Fig. 1: run 1, the metal 1 layer
Drawn at 4 px/um.
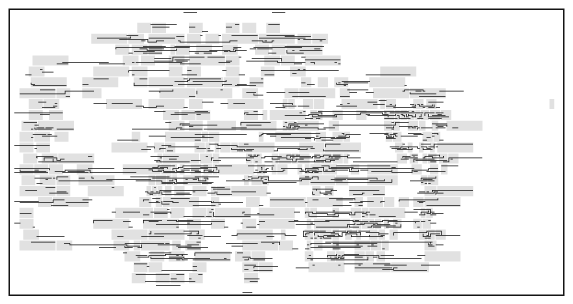
Fig. 2: run 1, met2 routing
Drawn at 4 px/um.
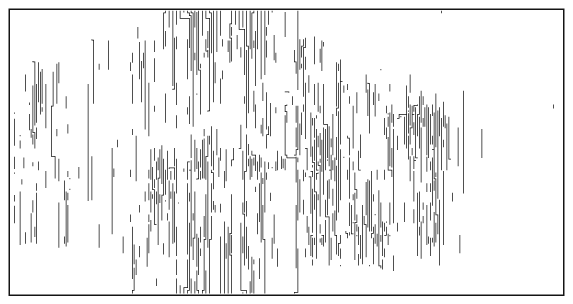
Fig. 3: run 1, M3 wires
Drawn at 3 px/um.
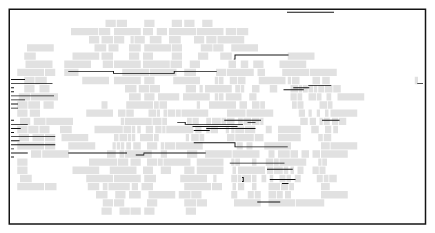
Fig. 4: run 1, routing congestion map
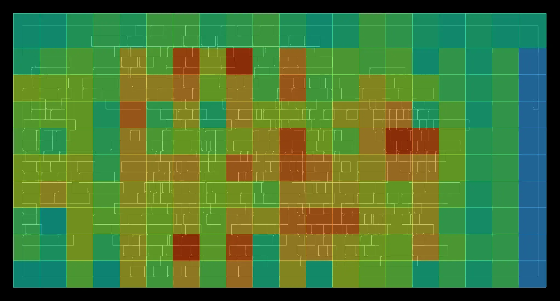
===== src/rtl/eep_ctrl.sv =====
// Bus master for the 4 x 14-bit EEPROM: single-cycle host requests become read cycles
// or write cycles followed by a counted charge-pump window. Optional readback verify: EEP_VERIFY_EN.
module eep_ctrl #(
   parameter int CP_CYCLES = 1500000,
   parameter int CNT_W     = 21
) (
   input  logic        clk,
   input  logic        rst_n,
   input  logic        req_rd,
   input  logic        req_wrt,
   input  logic [1:0]  req_addr,
   input  logic [13:0] req_data,
   input  logic [13:0] rd_data,
   output logic        busy,
   output logic        done,
   output logic [13:0] rd_out,
   output logic        wrt_err,
   output logic [1:0]  eep_addr,
   output logic [13:0] wrt_data,
   output logic        eep_cs_n,
   output logic        eep_r_w_n,
   output logic        chrg_pmp_en
);

   localparam logic [CNT_W-1:0] CNT_LAST = CNT_W'(CP_CYCLES - 1);

   typedef enum logic [2:0] {IDLE, READ, RD_CAP, WRITE, PUMP, VFY_RD, VFY_CAP} state_t;

   state_t            state, nxt;
   logic [CNT_W-1:0]  cnt, cnt_d;
   logic              busy_d, done_d, cs_d, rw_d, pmp_d;
   logic [1:0]        addr_d;
   logic [13:0]       data_d, rd_d;
`ifdef EEP_VERIFY_EN
   logic              err_d;
`endif

   // Every output is a flop; this block only computes their next values.
   always_comb begin
      nxt    = state;
      cnt_d  = cnt;
      busy_d = busy;
      done_d = 1'b0;
      cs_d   = eep_cs_n;
      rw_d   = eep_r_w_n;
      pmp_d  = chrg_pmp_en;
      addr_d = eep_addr;
      data_d = wrt_data;
      rd_d   = rd_out;
`ifdef EEP_VERIFY_EN
      err_d  = wrt_err;
`endif
      case (state)
         IDLE: begin
            if (req_wrt) begin
               nxt    = WRITE;
               addr_d = req_addr;
               data_d = req_data;
               cs_d   = 1'b0;
               rw_d   = 1'b0;
               pmp_d  = 1'b1;
               busy_d = 1'b1;
            end else if (req_rd) begin
               nxt    = READ;
               addr_d = req_addr;
               cs_d   = 1'b0;
               rw_d   = 1'b1;
               busy_d = 1'b1;
            end
         end
         READ: begin
            nxt  = RD_CAP;
            cs_d = 1'b1;
            rd_d = rd_data;
         end
         RD_CAP: begin
            nxt    = IDLE;
            busy_d = 1'b0;
            done_d = 1'b1;
         end
         WRITE: begin
            nxt   = PUMP;
            cs_d  = 1'b1;
            rw_d  = 1'b1;
            cnt_d = '0;
         end
         PUMP: begin
            // Pump drops first; the state leaves PUMP one clock later.
            if (!chrg_pmp_en) begin
`ifdef EEP_VERIFY_EN
               nxt  = VFY_RD;
               cs_d = 1'b0;
               rw_d = 1'b1;
`else
               nxt    = IDLE;
               busy_d = 1'b0;
               done_d = 1'b1;
`endif
            end else if (cnt == CNT_LAST) begin
               pmp_d = 1'b0;
               cnt_d = '0;
            end else begin
               cnt_d = cnt + 1'b1;
            end
         end
`ifdef EEP_VERIFY_EN
         VFY_RD: begin
            nxt   = VFY_CAP;
            cs_d  = 1'b1;
            err_d = (rd_data != wrt_data);
         end
         VFY_CAP: begin
            nxt    = IDLE;
            busy_d = 1'b0;
            done_d = 1'b1;
         end
`endif
         default: nxt = IDLE;
      endcase
   end

   always_ff @(posedge clk or negedge rst_n) begin
      if (!rst_n) begin
         state       <= IDLE;
         cnt         <= '0;
         busy        <= 1'b0;
         done        <= 1'b0;
         eep_cs_n    <= 1'b1;
         eep_r_w_n   <= 1'b1;
         chrg_pmp_en <= 1'b0;
         eep_addr    <= '0;
         wrt_data    <= '0;
         rd_out      <= '0;
      end else begin
         state       <= nxt;
         cnt         <= cnt_d;
         busy        <= busy_d;
         done        <= done_d;
         eep_cs_n    <= cs_d;
         eep_r_w_n   <= rw_d;
         chrg_pmp_en <= pmp_d;
         eep_addr    <= addr_d;
         wrt_data    <= data_d;
         rd_out      <= rd_d;
      end
   end

`ifdef EEP_VERIFY_EN
   always_ff @(posedge clk or negedge rst_n) begin
      if (!rst_n) wrt_err <= 1'b0;
      else        wrt_err <= err_d;
   end
`else
   assign wrt_err = 1'b0;
`endif

endmodule


===== config.mk =====
export PLATFORM = sky130hd
export DESIGN_NAME = eep_ctrl
export DESIGN_NICKNAME = d
export VERILOG_FILES = /design/src/rtl/eep_ctrl.sv
export SDC_FILE = /design/constraint.sdc
export NUM_CORES = 1
export LEC_CHECK = 0
export ABC_AREA = 0
export CAP_MARGIN = 0
export CORE_ASPECT_RATIO = 0.5
export CORE_MARGIN = 2
export CORE_UTILIZATION = 30
export CTS_CLUSTER_DIAMETER = 80
export CTS_CLUSTER_SIZE = 24
export DETAILED_ROUTE_END_ITERATION = 10
export PLACE_DENSITY = 0.59
export SYNTH_ARGS = -nofsm -noshare
export SYNTH_HDL_FRONTEND = slang
export SYNTH_SLANG_ARGS = --single-unit

===== constraint.sdc =====
create_clock -name clk -period 2 [get_ports clk]
set_clock_uncertainty 0.15 [all_clocks]
set_input_delay 0.3 -clock clk [delete_from_list [all_inputs] [get_ports clk]]
set_output_delay 0.3 -clock clk [all_outputs]
set_load 0.02 [all_outputs]

==> run summary, run 1 <==
run results: status=completed, Tcrit/Tclk final=100%, register area=between 0.001 and 0.0015 mm2, CP max-delay cell=or4_1, Place WS=0.0148 ns, total die area=0.00983 mm2, tally of yosys warning messages=0, Post-synth mux share=around an eighth, hpwl dp=4820 um, Clk network pwr share=23.6%, Seq cells post-synth=59, Initial DRT Pass Iterations=4, mi-comb count=161, f_max=500 MHz, fin worst setup slack=0.000987 ns, # Cells Yosys=237, initial antenna violation count=0, largest net degree at the start of global routing=60, DR WL met2=3470 um, most instantiated library cell after synthesis=dfrtp_1, core area=about 0.009 mm2, global-route wire length before repair=~11000 um, number of global-route vias before repair=2267, Cells after DPL=437, share of cells above drive strength 1=26.1%, largest area contributor in the synthesized netlist=dfrtp_1, Yosys top cell area share=52.8%, tool warnings=27, logic share of the area=28.7%, Mapped Avg Cell Area=11.4 um2, endpoints failing hold=0, vias per inst=4.98, Largest Register=cnt, Logic pwr share=between 40% and 50%, # fillers=between 700 and 800, nonclk inv count=4, FP Rows=24, sequential cell power=1.83 mW, chip area line of the yosys report=around 0.0027 mm2, most frequent logic cell in the layout=clkdlybuf4s50_1, WHS Path Cells=1, stages on the worst setup path=6, Ant. Diodes=0, fin. max-slew vios=0, IO Count=70, max FFs per register=21, worst hold slack=0.354 ns, CP bufs+invs=0, max-cap viol count=0, min Tclk post-route=2.00 ns, HP Class=reg2reg, Comb. pwr=2.59 mW, clock-cell share of area=6.60%, largest power group=combinational cells, Worst Min Path Start=wrt_data[7], Synth logic family=simple AND/OR/NAND/NOR gates, Late-Pin Clk Latency=0.32 ns, Met3 Routed Length=roughly 390 um, XORs/XNORs by Area=0%, Signal buffers=101, Internal Pwr Total=3.82 mW, RR Endpoint=cnt[19], Logic area=between 0.001 and 0.0015 mm2, Die Width=roughly 140 um, number of flops mapped to enable cells by yosys=0, Complex Gates by Area=between 10% and 20%, number of H-tree levels=3, P_sw=1.97 mW, Signal buf overhead=23.9%, CTS tree=yes, crit path DAT=roughly 2.1 ns, P_clk=1.37 mW, PD cells=1440 mW/mm2, Synth top cells by count=57 x dfrtp_1, 30 x mux2_2, 23 x nand2_1, 13 x a21oi_1, 13 x a31oi_1, CTS buffer count=9, Critical Path Start=cnt[1], cell leakage power=1.72 nW, RSZ-0062 raised after global routing=yes, final antenna-violating net count=0, synthesis-to-finish area growth=48.7%, M1 wire length=2940 um, Crit path largest cell delay=0.54 ns, # resized after CTS=0, GPL Wtd Cong=0.829, Synth Seq Share=54.7%, fraction of area in registers=36.8%, die height=just over 70 um, R2R setup slack=between 0.0009 and 0.001 ns, Reg2Reg Depth=6, CP top delay family=simple AND/OR/NAND/NOR gates, final tally of setup violations=0, FP Util=30.9%, hold path endpoint=wrt_data[7], Synth Instances=237, Sw Share=34.0%
Back to the opening pictures, Fig. 1:
main direction = horizontal
share of all routed wire = 43%
longest straight run = 26.7 um
nets with wire on the layer = 339
wire length on this layer = 2940 um
routed via count: 2283
final WL: 6850 um
met1 usage: 17.8%

Back to the opening pictures, Fig. 2:
main direction = vertical
nets with wire on the layer = 342
wire length on this layer = 3470 um
GRT met2 Usage: 24.5%

Back to the opening pictures, Fig. 3:
longest straight run = 20.5 um
main direction = horizontal
M3 GR Usage: 6.57%

Back to the opening pictures, Fig. 4:
WL/cell: 15.0 um
GRT Overall Usage: 14.8%
gr busiest metal: met2
final design utilization: 46.0%

==> run 1 -> run 2 <==
- GPL_ROUTABILITY_DRIVEN: unset -> 0
- TNS_END_PERCENT: unset -> 100
Fig. 5: run 2, routing congestion map
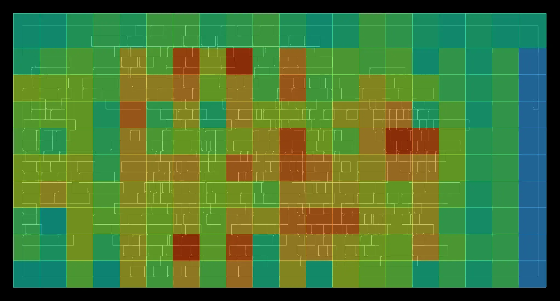

Fig. 6: run 2, the metal 1 layer
Drawn at 4 px/um.
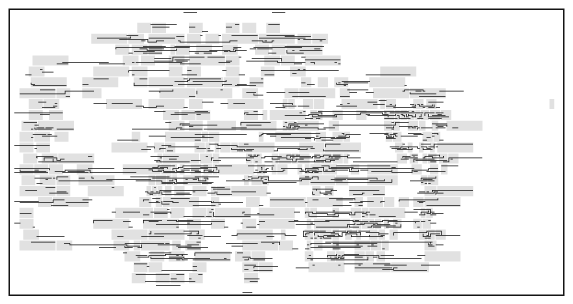

==> run summary, run 2 <==
run results: vias per inst=4.98 (unchanged), FP Util=30.9% (unchanged), final design utilization=46.0% (unchanged), tally of yosys warning messages=0 (unchanged), IO Count=70 (unchanged), Logic pwr share=44.8% (about the same), Yosys top cell area share=52.8% (unchanged), clock-cell share of area=6.60% (unchanged), # Cells Yosys=237 (unchanged), Synth Seq Share=54.7% (unchanged), WL/cell=15.0 um (unchanged), GRT met2 Usage=24.5% (unchanged), f_max=500 MHz (unchanged), CP Capture Point=cnt[19], Critical Path, Cell by Cell=ha_2 > and4_1 > nand4_1 > o211ai_1 > or4_1 > nand3_1, Met3 Routed Length=394 um (unchanged), fraction of area in registers=36.8% (unchanged), Worst Min Path Start=wrt_data[7], CP max-delay cell=or4_1, most instantiated library cell after synthesis=dfrtp_1, M3 GR Usage=6.57% (unchanged), Place WS=0.0148 ns (unchanged), CTS tree=yes, tool warnings=27 (unchanged), M1 wire length=2940 um (unchanged), RR Endpoint=cnt[19], P_sw=1.97 mW (unchanged), Synth logic family=simple AND/OR/NAND/NOR gates, Ant. Diodes=0 (unchanged), hold path endpoint=wrt_data[7], Tcrit/Tclk final=100% (unchanged), fin. max-slew vios=0 (unchanged), routed via count=2283 (unchanged), final tally of setup violations=0 (unchanged), total die area=0.00983 mm2 (unchanged), largest net degree at the start of global routing=60 (unchanged), sequential cell power=1.83 mW (about the same), nonclk inv count=4 (unchanged), DR WL met2=3470 um (unchanged), met1 usage=17.8% (unchanged), Mapped Avg Cell Area=11.4 um2 (unchanged), min Tclk post-route=2.00 ns (unchanged), core area=0.00874 mm2 (unchanged), Complex Gates by Area=12.2% (unchanged), max-cap viol count=0 (unchanged), HP Class=reg2reg, most frequent logic cell in the layout=clkdlybuf4s50_1, CTS buffer count=9 (unchanged), First DRT Iteration DRCs=roughly 190, gr busiest metal=met2, Die Width=138 um (unchanged), chip area line of the yosys report=0.00270 mm2 (unchanged), number of flops mapped to enable cells by yosys=0 (unchanged), largest power group=combinational cells, cell leakage power=1.72 nW (unchanged), Clk network pwr share=23.6% (about the same), mi-comb count=161 (unchanged), number of H-tree levels=3 (unchanged), FP Rows=24 (unchanged), largest area contributor in the synthesized netlist=dfrtp_1, Crit path largest cell delay=0.54 ns (about the same), synthesis-to-finish area growth=48.7% (unchanged), worst hold slack=0.354 ns (unchanged), final WL=6850 um (unchanged), Cells after DPL=437 (unchanged), grt ovf=0, RSZ-0062 raised after global routing=yes, Signal buf overhead=23.9% (unchanged), initial antenna violation count=0 (unchanged), global-route wire length before repair=11300 um (unchanged), CP bufs+invs=0 (unchanged), fin worst setup slack=0.000987 ns (unchanged), R2R setup slack=0.001 ns (about the same), P_clk=1.37 mW (about the same), Post-synth mux share=12.5% (unchanged), Synth Instances=237 (unchanged), hpwl dp=4820 um (unchanged), Synth top cells by count=57 x dfrtp_1, 30 x mux2_2, 23 x nand2_1, 13 x a21oi_1, 13 x a31oi_1, die height=71.1 um (unchanged), Adder Share, Synth=0.463%, crit path DAT=2.11 ns (about the same), GRT Overall Usage=14.8% (unchanged), Largest Register=cnt, Internal Pwr Total=3.82 mW (unchanged), XORs/XNORs by Area=0% (unchanged), share of cells above drive strength 1=26.1% (unchanged), Signal buffers=101 (unchanged), Reg2Reg Depth=6 (unchanged), Logic area=0.00115 mm2 (unchanged), status=completed, WHS Path Cells=1 (unchanged), PD cells=1440 mW/mm2 (unchanged), stages on the worst setup path=6 (unchanged), Late-Pin Clk Latency=0.32 ns (about the same), # fillers=779 (unchanged), Initial DRT Pass Iterations=4 (unchanged), Comb. pwr=2.59 mW (about the same), register area=0.00148 mm2 (unchanged), CP top delay family=simple AND/OR/NAND/NOR gates, final antenna-violating net count=0 (unchanged), Sw Share=34.0% (unchanged), max FFs per register=21 (unchanged), endpoints failing hold=0 (unchanged), Buffers on Ports=68, # resized after CTS=0 (unchanged)
Power figures rest on the tool's default switching activity, not on a simulated workload.
